**config.mk**
```make
export PLATFORM = sky130hd
export DESIGN_NAME = brom_rr_arbiter
export DESIGN_NICKNAME = d
export VERILOG_FILES = /design/src/rtl/brom_rr_arbiter.sv
export SDC_FILE = /design/constraint.sdc
export NUM_CORES = 1
export LEC_CHECK = 0
export CAP_MARGIN = 20
export CORE_AREA = 8 8 68 99
export DETAILED_ROUTE_END_ITERATION = 10
export DIE_AREA = 0 0 76 107
export PLACE_DENSITY_LB_ADDON = 0.08
export SKIP_CTS_REPAIR_TIMING = 1
export SLEW_MARGIN = 20
export SYNTH_ARGS = -nofsm -noshare
export SYNTH_HDL_FRONTEND = slang
export SYNTH_SLANG_ARGS = --single-unit
```
**constraint.sdc**
```tcl
create_clock -name clock -period 4.1 [get_ports clock]
set_clock_uncertainty 0.1 [all_clocks]
set_input_delay 1.025 -clock clock [delete_from_list [all_inputs] [get_ports clock]]
set_output_delay 1.025 -clock clock [all_outputs]
set_load 0.01 [all_outputs]
```
**src/rtl/brom_rr_arbiter.sv**
```systemverilog
// Round-robin arbiter that shares one fixed-latency ROM among NUM_REQ read requesters.
// The grant is combinational; a LAT-deep valid pipeline routes the ROM data back to the winner.
module brom_rr_arbiter #(
    parameter int NUM_REQ = 4,
    parameter int ADDR_W  = 8,
    parameter int DATA_W  = 8,
    parameter int LAT     = 1
) (
    input  logic                      clock,
    input  logic                      reset,
    input  logic [NUM_REQ-1:0]        req_valid,
    input  logic [NUM_REQ*ADDR_W-1:0] req_addr,
    output logic [NUM_REQ-1:0]        req_ready,
    output logic [NUM_REQ-1:0]        rsp_valid,
    output logic [DATA_W-1:0]         rsp_data,
    output logic [ADDR_W-1:0]         rom_addr,
    input  logic [DATA_W-1:0]         rom_data
);

    localparam int PTR_W = (NUM_REQ > 1) ? $clog2(NUM_REQ) : 1;
    localparam logic [PTR_W:0]   NREQ_W = (PTR_W+1)'(NUM_REQ);
    localparam logic [PTR_W-1:0] LAST   = PTR_W'(NUM_REQ - 1);

    logic [PTR_W-1:0]   ptr_reg;
    logic [PTR_W-1:0]   ptr_next;
    logic [NUM_REQ-1:0] grant;
    logic               found;
    logic [PTR_W:0]     sum;
    logic [PTR_W-1:0]   idx;
    logic [NUM_REQ-1:0] pipe_reg [LAT];
    logic [ADDR_W-1:0]  addr_masked [NUM_REQ];

    // Search starts at ptr and wraps; the first valid requester wins.
    always_comb begin
        grant    = '0;
        ptr_next = ptr_reg;
        found    = 1'b0;
        sum      = '0;
        idx      = '0;
        for (int k = 0; k < NUM_REQ; k++) begin
            sum = {1'b0, ptr_reg} + (PTR_W+1)'(k);
            if (sum >= NREQ_W) begin
                sum = sum - NREQ_W;
            end
            idx = sum[PTR_W-1:0];
            if (!found && req_valid[idx]) begin
                found      = 1'b1;
                grant[idx] = 1'b1;
                ptr_next   = (idx == LAST) ? '0 : idx + 1'b1;
            end
        end
        if (reset) begin
            grant    = '0;
            ptr_next = '0;
        end
    end

    assign req_ready = grant;

    for (genvar gi = 0; gi < NUM_REQ; gi++) begin : g_addr_mask
        assign addr_masked[gi] = grant[gi] ? req_addr[gi*ADDR_W +: ADDR_W] : '0;
    end

    // The grant is one-hot or zero, so an OR-reduction of masked addresses is a clean mux.
    always_comb begin
        rom_addr = '0;
        for (int k = 0; k < NUM_REQ; k++) begin
            rom_addr = rom_addr | addr_masked[k];
        end
    end

    always_ff @(posedge clock) begin
        if (reset) begin
            ptr_reg <= '0;
        end else begin
            ptr_reg <= ptr_next;
        end
    end

    always_ff @(posedge clock) begin
        if (reset) begin
            pipe_reg[0] <= '0;
        end else begin
            pipe_reg[0] <= grant;
        end
    end

    for (genvar gi = 1; gi < LAT; gi++) begin : g_pipe
        always_ff @(posedge clock) begin
            if (reset) begin
                pipe_reg[gi] <= '0;
            end else begin
                pipe_reg[gi] <= pipe_reg[gi-1];
            end
        end
    end

    assign rsp_valid = reset ? '0 : pipe_reg[LAT-1];
    assign rsp_data  = rom_data;

endmodule

```
Logic cells by family:
(4 px per um)
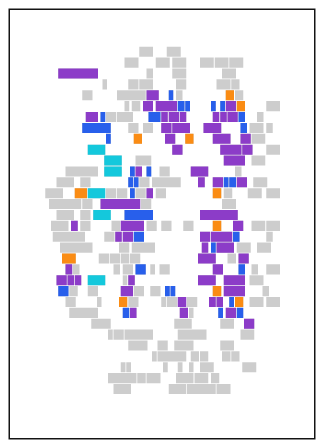
Key: and/or cells = orange [cells 11]; aoi and oai cells = purple [cells 58]; nand cells = blue [cells 31]; fa/ha/maj cells = cyan [cells 6]
most numerous logic cell after layout: clkdlybuf4s50_1
Comb/total area: 0.507
Non-Filler Instances: 313

Routed clock nets over the placement:
(4 px per um)
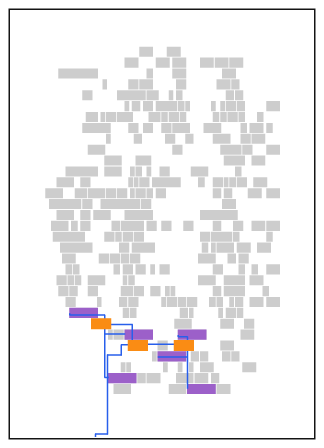
Key: clock drivers = orange [count 3]; flip-flops = purple [count 6]; clock wires = blue [length 112 um]
Position of the flops: south. There are 4 routed clock nets.
Clock Power: 86.6 uW
clk latency late pin: 220 ps

I/O pins on the die edge:
(4 px per um) Pins as bars across the die edge, other pins in gray.
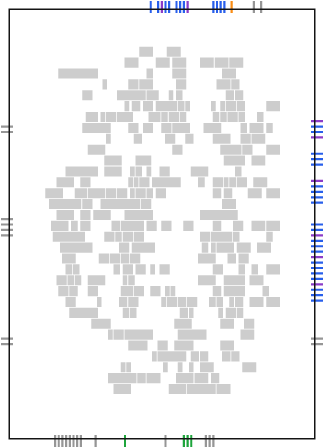
Key: `rom_addr` = purple [pins 8, direction output, edge 6 east, 2 north]; `req_addr` = blue [pins 32, direction input, edge 21 east, 11 north]; `req_ready` = green [pins 4, direction output, edge south]; `reset` = orange [pins 1, direction input, edge north]
All pins by edge: 29 east, 17 south, 16 north, 8 west.
die width: 76 um
Die Height: 107 um
# port buffers: 53

==> metal layers <==
layer	track usage	vias to the layer above	share of wire
li1	-	783	-
met1	0.133	733	0.43
met2	0.229	54	0.52
met3	0.0276	6	0.041
met4	0.0310	0	0.014
met5	0	-	0
==> layout by cell type, fill, tap and decap left out, types with 2 or more instances in the layout <==
cell,instances
o211ai_1,8
a2111oi_4,2
and2_1,7
nand3b_4,2
clkbuf_2,7
a211oi_1,11
clkbuf_8,3
nand3_1,8
nor3_1,2
dfxtp_1,6
nor2_1,10
clkdlybuf4s50_1,37
nand2_1,17
a21oi_1,14
a211oi_2,7
inv_1,3
dlymetal6s2s_1,8
ha_1,6
buf_12,2
a31oi_1,2
buf_4,34
nand3b_1,3
mux4_2,4
buf_6,2
a221oi_2,6
nor2b_1,13
o21ai_1,3
==> final cells by class <==
class                   instances  area, um^2  area share
clock buffers                   3        41.3      0.0186
inverters                       4        15.0     0.00678
multi-input cells             139        1120       0.507
flip-flops and latches          6         120      0.0542
well taps                      70        87.6      0.0395
repair buffers                 91         828       0.374
==> critical path, cell delays in order <==
cell and delay [ps]:
dlymetal6s2s_1 160, mux4_2 520, buf_4 160, buf_4 150
a21oi_4 140, a2111oi_4 100, buf_4 150, a211oi_1 230
nand4b_1 140, clkbuf_2 150
==> through the flow <==
step	setup TNS (ps)	power, uW	hold slack (ps)	setup slack, ps
CTS	-7720	1120	560	-756
floorplan	0	598	501	508
global route	-117	1230	588	-30.3
finish	0	1140	550	46.9
global placement	-7200	1030	550	-706
detailed placement	-7670	1030	550	-750
==> cells by family after synthesis <==
| logic type | share of synthesized area |
|---|---|
| compound gates | 0.352 |
| buf+inv | 0.102 |
| flops | 0.0944 |
| simple gates | 0.322 |
| fa+ha+maj | 0.0590 |
| mux | 0.0708 |
==> worst min path at each step <==
stage          startpoint         end  slack [ps]
3_3_place_gp   ptr_reg[0]  ptr_reg[0]         550
6_report       ptr_reg[0]  ptr_reg[0]         550
4_1_cts        ptr_reg[0]  ptr_reg[0]         560
2_1_floorplan  ptr_reg[0]  ptr_reg[0]         500
3_5_place_dp   ptr_reg[0]  ptr_reg[0]         550
5_1_grt        ptr_reg[0]  ptr_reg[0]         590
==> power breakdown <==
| part | total (uW) | switching, uW | internal [uW] |
|---|---|---|---|
| Sequential | 84.6 | 5.53 | 79.1 |
| Combinational | 966 | 488 | 479 |
| Clock | 86.6 | 23.7 | 62.9 |
==> job_summary.md <==
## PnR job results

| Metric | Value |
|---|---|
| Critical Path Source | `req_valid[2]` |
| Area leader share | `0.106` |
| Via density | `5.04` |
| Reg-to-Reg End | `ptr_reg[1]` |
| Row count | `33` |
| Largest net degree at the start of global routing | `19` |
| Nets | `297` |
| # Cells Yosys | `166` |
| Total grt overflow | `0` |
| First DRT Iteration DRCs | `52` |
| Hold depth | `3` |
| CTS tree | `yes` |
| Reg-to-reg startpoint | `ptr_reg[1]` |
| Worst setup path category | `input pin to primary output` |
| Routed WL | `5180 um` |
| Final worst-path cycle share | `0.989` |
| Top-count cell post-synth | `a211oi_1` |
| Synthesis-to-finish area growth | `74.1%` |
| Max Slew Vio Count | `0` |
| Synth cell types | `37` |
| Startpoint Class | `input pin` |
| Tot GR Track Use | `0.122` |
| Worst Max-Slew Pin Slew | `321 ps` |
| GP Congestion | `0.790` |
| RSZ-0062 raised after global routing | `true` |
| Ports | `70` |
| Clock transition at the registers of the reported paths | `40 ps` |
| Yosys stat area | `1270 um^2` |
| Crit Path Max Fanout | `7` |
| Post-synth EDFFs | `0` |
| Syn nets | `218` |
| Tool warnings | `32` |
| Vias in the first global route | `1,627` |
| Final worst path period need | `4050 ps` |
| DR DRC count | `0` |
| Post-synth top flop | `dfxtp_1` |
| Max reg flops | `4` |
| Global-route wire length before repair | `8250 um` |
| Post-Syn Area | `1270 um^2` |
| CTS root buf | `clkbuf_8` |
| Final setup fails | `0` |
| R2R Setup Slk | `1700 ps` |
| Final Core Density | `0.416` |
| Tightest Hold Check Type | `flip-flop to flip-flop` |
| Ys flops | `6` |
| Crit. End Element | `primary output` |
| CTS H-tree lvls | `1` |
| Outcome | `finished clean` |
| Synthesized area per cell | `7.67 um^2` |
| FFs w/ async S/R, synth | `0` |
| Power per cell area | `513 nW/um^2` |
| Via Count | `1,576` |
| Initial antenna violation count | `0` |
| Top cells by count | `18 x a211oi_1, 17 x nand2_1, 15 x a21oi_1` |
| Slew margin rel. | `0.786` |
| Clock sinks | `6` |
| Highest clock rate | `247 MHz` |
| P_leak | `0.000954 uW` |
| Initial Utilization | `0.239` |
| TritonCTS Buffers | `3` |
| Final instance area | `2220 um^2` |
| DR pass1 iterations | `4` |
| VDD IR max | `0.231 mV` |
| Max-cap violations | `0` |
| Seq/Total Area, Yosys | `0.0944` |
| Final hold vios | `0` |
| Top area cell types | `a211oi_1 11%, dfxtp_1 9.4%, mux4_2 7.1%` |
| CTS Buffer Depth | `2` |
| Post-DP HPWL | `4100 um` |
| Cell type with the largest total area | `a211oi_1` |
| Fill cells | `545` |
| Post-Synthesis Cells | `166` |
| DP Cell Count | `305` |
| CP endpoint | `rom_addr[1]` |
| DRT antenna net count | `0` |
| Cell area after placement | `2050 um^2` |
| Yosys warns | `0` |
| Share of cells above drive strength 1 | `0.309` |
| Die ar. | `8130 um^2` |
| Required @ worst endpoint | `2970 ps` |
| Core Footprint | `5330 um^2` |
| Crit path DAT | `2930 ps` |
| Average wire per standard cell | `16.6 um` |
| Ant diodes | `0` |
Power and IR drop assume default switching activity.
